[src/rtl/spi_tx_arbiter.sv]
// spi_tx_arbiter: round-robin arbiter that lets NUM_REQ requesters share one
// SPI transmitter. The winner's byte is captured once and held on spi_data_in.
// spi_load is held high for LOAD_CYCLES cycles. The transfer then completes on
// a rising edge of spi_done.
// Optional feature: define SPI_ARB_TIMEOUT_EN to bound the WAIT state to
// TIMEOUT cycles. A timed-out transfer still acks its owner, with err set.
//
// state | meaning
// IDLE  | no transfer; arbitrate among pending requests
// LOAD  | spi_load high, byte presented to the transmitter
// WAIT  | waiting for a fresh rising edge of spi_done (or timeout)
// ACK   | one-cycle ack pulse to the owner, grant still held
module spi_tx_arbiter #(
    parameter int NUM_REQ     = 4,
    parameter int DATA_W      = 8,
    parameter int LOAD_CYCLES = 2,
    parameter int TIMEOUT     = 1024
) (
    input  logic                      clock,
    input  logic                      reset,
    input  logic [NUM_REQ-1:0]        req,
    input  logic [NUM_REQ*DATA_W-1:0] req_data,
    output logic [NUM_REQ-1:0]        grant,
    output logic [NUM_REQ-1:0]        ack,
    output logic                      err,
    output logic                      busy,
    output logic [DATA_W-1:0]         spi_data_in,
    output logic                      spi_load,
    input  logic                      spi_done
);
    localparam logic [1:0] S_IDLE = 2'd0;
    localparam logic [1:0] S_LOAD = 2'd1;
    localparam logic [1:0] S_WAIT = 2'd2;
    localparam logic [1:0] S_ACK  = 2'd3;

    localparam int IW = (NUM_REQ > 1) ? $clog2(NUM_REQ) : 1;
    localparam int LW = (LOAD_CYCLES > 1) ? $clog2(LOAD_CYCLES) : 1;
    localparam logic [NUM_REQ-1:0] ONE_HOT0 = {{(NUM_REQ-1){1'b0}}, 1'b1};

    logic [1:0]    state;
    logic [IW-1:0] last_grant;
    logic [IW-1:0] owner;
    logic [LW-1:0] load_cnt;
    logic          spi_done_q;
    logic          done_rise;
    logic          timeout_hit;
    logic          pick_valid;
    logic [IW-1:0] pick_idx;
    logic [IW-1:0] cand;

    assign done_rise = spi_done & ~spi_done_q;

    // Round-robin pick. Scanning from the far end lets the nearest requester
    // after last_grant overwrite the others, so no found flag is needed.
    always_comb begin
        pick_valid = 1'b0;
        pick_idx   = '0;
        cand       = '0;
        for (int i = NUM_REQ; i >= 1; i--) begin
            cand = IW'((int'(last_grant) + i) % NUM_REQ);
            if (req[cand]) begin
                pick_valid = 1'b1;
                pick_idx   = cand;
            end
        end
    end

    // spi_done history for edge detection, sampled every cycle regardless of state
    always_ff @(posedge clock or posedge reset) begin
        if (reset) spi_done_q <= 1'b0;
        else       spi_done_q <= spi_done;
    end

`ifdef SPI_ARB_TIMEOUT_EN
    localparam int TW = $clog2(TIMEOUT + 1);

    logic [TW-1:0] to_cnt;
    logic          err_q;

    assign timeout_hit = (to_cnt == TW'(TIMEOUT - 1));
    assign err         = err_q;

    // WAIT-cycle counter: zero outside WAIT, so it starts at zero on every WAIT entry
    always_ff @(posedge clock or posedge reset) begin
        if (reset)                 to_cnt <= '0;
        else if (state == S_WAIT)  to_cnt <= to_cnt + 1'b1;
        else                       to_cnt <= '0;
    end

    // err marks an ACK entered by timeout. A simultaneous spi_done edge wins, so err stays low then.
    always_ff @(posedge clock or posedge reset) begin
        if (reset) err_q <= 1'b0;
        else       err_q <= (state == S_WAIT) && !done_rise && timeout_hit;
    end
`else
    assign timeout_hit = 1'b0;
    assign err         = 1'b0;
`endif

    // Transfer sequencer; all outputs are registered here
    always_ff @(posedge clock or posedge reset) begin
        if (reset) begin
            state       <= S_IDLE;
            grant       <= '0;
            ack         <= '0;
            busy        <= 1'b0;
            spi_load    <= 1'b0;
            spi_data_in <= '0;
            last_grant  <= IW'(NUM_REQ - 1);
            owner       <= '0;
            load_cnt    <= '0;
        end else begin
            case (state)
                S_IDLE: begin
                    if (pick_valid) begin
                        state       <= S_LOAD;
                        owner       <= pick_idx;
                        grant       <= ONE_HOT0 << pick_idx;
                        spi_data_in <= req_data[pick_idx*DATA_W +: DATA_W];
                        spi_load    <= 1'b1;
                        busy        <= 1'b1;
                        load_cnt    <= LW'(LOAD_CYCLES - 1);
                    end
                end
                S_LOAD: begin
                    if (load_cnt == '0) begin
                        state    <= S_WAIT;
                        spi_load <= 1'b0;
                    end else begin
                        load_cnt <= load_cnt - 1'b1;
                    end
                end
                S_WAIT: begin
                    if (done_rise || timeout_hit) begin
                        state      <= S_ACK;
                        ack        <= grant;
                        last_grant <= owner;
                    end
                end
                S_ACK: begin
                    state <= S_IDLE;
                    ack   <= '0;
                    grant <= '0;
                    busy  <= 1'b0;
                end
                default: begin
                    state    <= S_IDLE;
                    grant    <= '0;
                    ack      <= '0;
                    busy     <= 1'b0;
                    spi_load <= 1'b0;
                end
            endcase
        end
    end
endmodule

[config.mk]
export PLATFORM = sky130hd
export DESIGN_NAME = spi_tx_arbiter
export DESIGN_NICKNAME = d
export VERILOG_FILES = /design/src/rtl/spi_tx_arbiter.sv
export SDC_FILE = /design/constraint.sdc
export NUM_CORES = 1
export LEC_CHECK = 0
export ABC_AREA = 1
export CAP_MARGIN = 10
export CORE_AREA = 2 2 63 77
export DETAILED_ROUTE_END_ITERATION = 10
export DIE_AREA = 0 0 65 79
export GPL_ROUTABILITY_DRIVEN = 0
export PLACE_DENSITY = 0.74
export SLEW_MARGIN = 40
export SYNTH_ARGS = -nofsm -noshare
export SYNTH_HDL_FRONTEND = slang
export SYNTH_SLANG_ARGS = --single-unit
[constraint.sdc]
create_clock -name clock -period 1.9 [get_ports clock]
set_clock_uncertainty 0.2 [all_clocks]
set_input_delay 0.475 -clock clock [delete_from_list [all_inputs] [get_ports clock]]
set_output_delay 0.475 -clock clock [all_outputs]
set_load 0.05 [all_outputs]
### Nets reached from selected ports

The bar under the picture is 20 µm long.
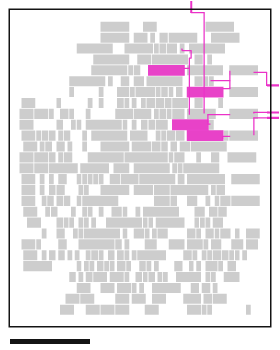
Magenta stands for `grant`, bits 4, direction output, edge 3 right, 1 top, end cells 4, buffers 4, wire 90.2 µm.
IO Port Bufs: 56
Boundary Pins: 58

### Wiring by layer

Two of the layers only.
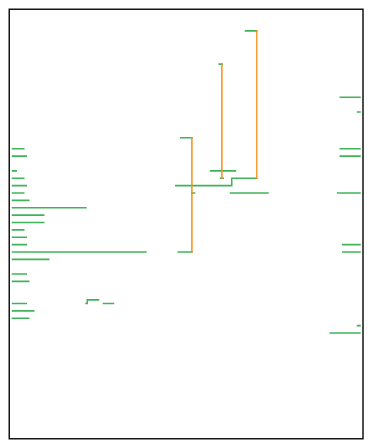
Orange stands for metal 4, wire length 69.4 µm. Green stands for metal 3, wire length 161 µm.
final wirelength: 4077 µm
routed len/inst: 10.84 µm
vias: 1739

==> results_slide.txt <==
Physical Implementation Snapshot

Finish
  • Seq/total area: 0.2336
  • ANT cells: 0
  • Largest Register: spi_data_in
  • Final std cell area, no fill: 2796 µm²
  • NonClk Buf Share: 0.3244
  • Largest registers: spi_data_in: 8 flops, ack: 4 flops, grant: 4 flops
  • CLK BUF: 3

Final timing
  • Final hold violation count: 0
  • Max Clock Freq: 0.4784 GHz
  • Final setup margin: -190.2 ps
  • Final hold slack: 308.1 ps
  • # setup viols final: 19

Outcome
  • Status: finished with violations
  • Failing checks: setup timing

Synthesis
  • Netlist Area Pre-Place: 1734 µm²
  • Area share, top type: 0.3463
  • Yosys xor share: 0
  • Mean Syn Cell Area: 6.965 µm²
  • Netlist cell types: 30
  • Synth Area in Adders: 0.02886
  • Yosys chip area: 1734 µm²

Global routing
  • Vias in the first global route: around 1700
  • Pin count of the biggest net entering global routing: 27
  • Met1 Track Usage GR: 0.1967

Setup path
  • CP Cell Sequence: inv_8 > nand2_2 > nand2_2 > nand2_1 > nand2_1 > inv_2 > nand4_1 > nand2_2 > o21ai_2 > o21ai_0
  • Worst r2r path cells: 10
  • Crit path capture type: register
  • Most common cell type on the critical path: nand2_2
  • CP peak stage delay: approximately 670 ps

CTS
  • CTS max path bufs: 2
  • Setup repair bufs after CTS: 3
  • Number of CTS-inserted buffers: 3
  • Clk pin slew, worst setup/hold paths: 90 ps

Power
  • Clock power share: 0.079
  • Power Density: 2036 nW/µm²

Routing
  • Final ANT Viol Nets: 0

Floorplanning
  • TAP cells: 58

Worst hold path
  • Worst Hold Depth: 2
Power is estimated from default activity; no workload was simulated.
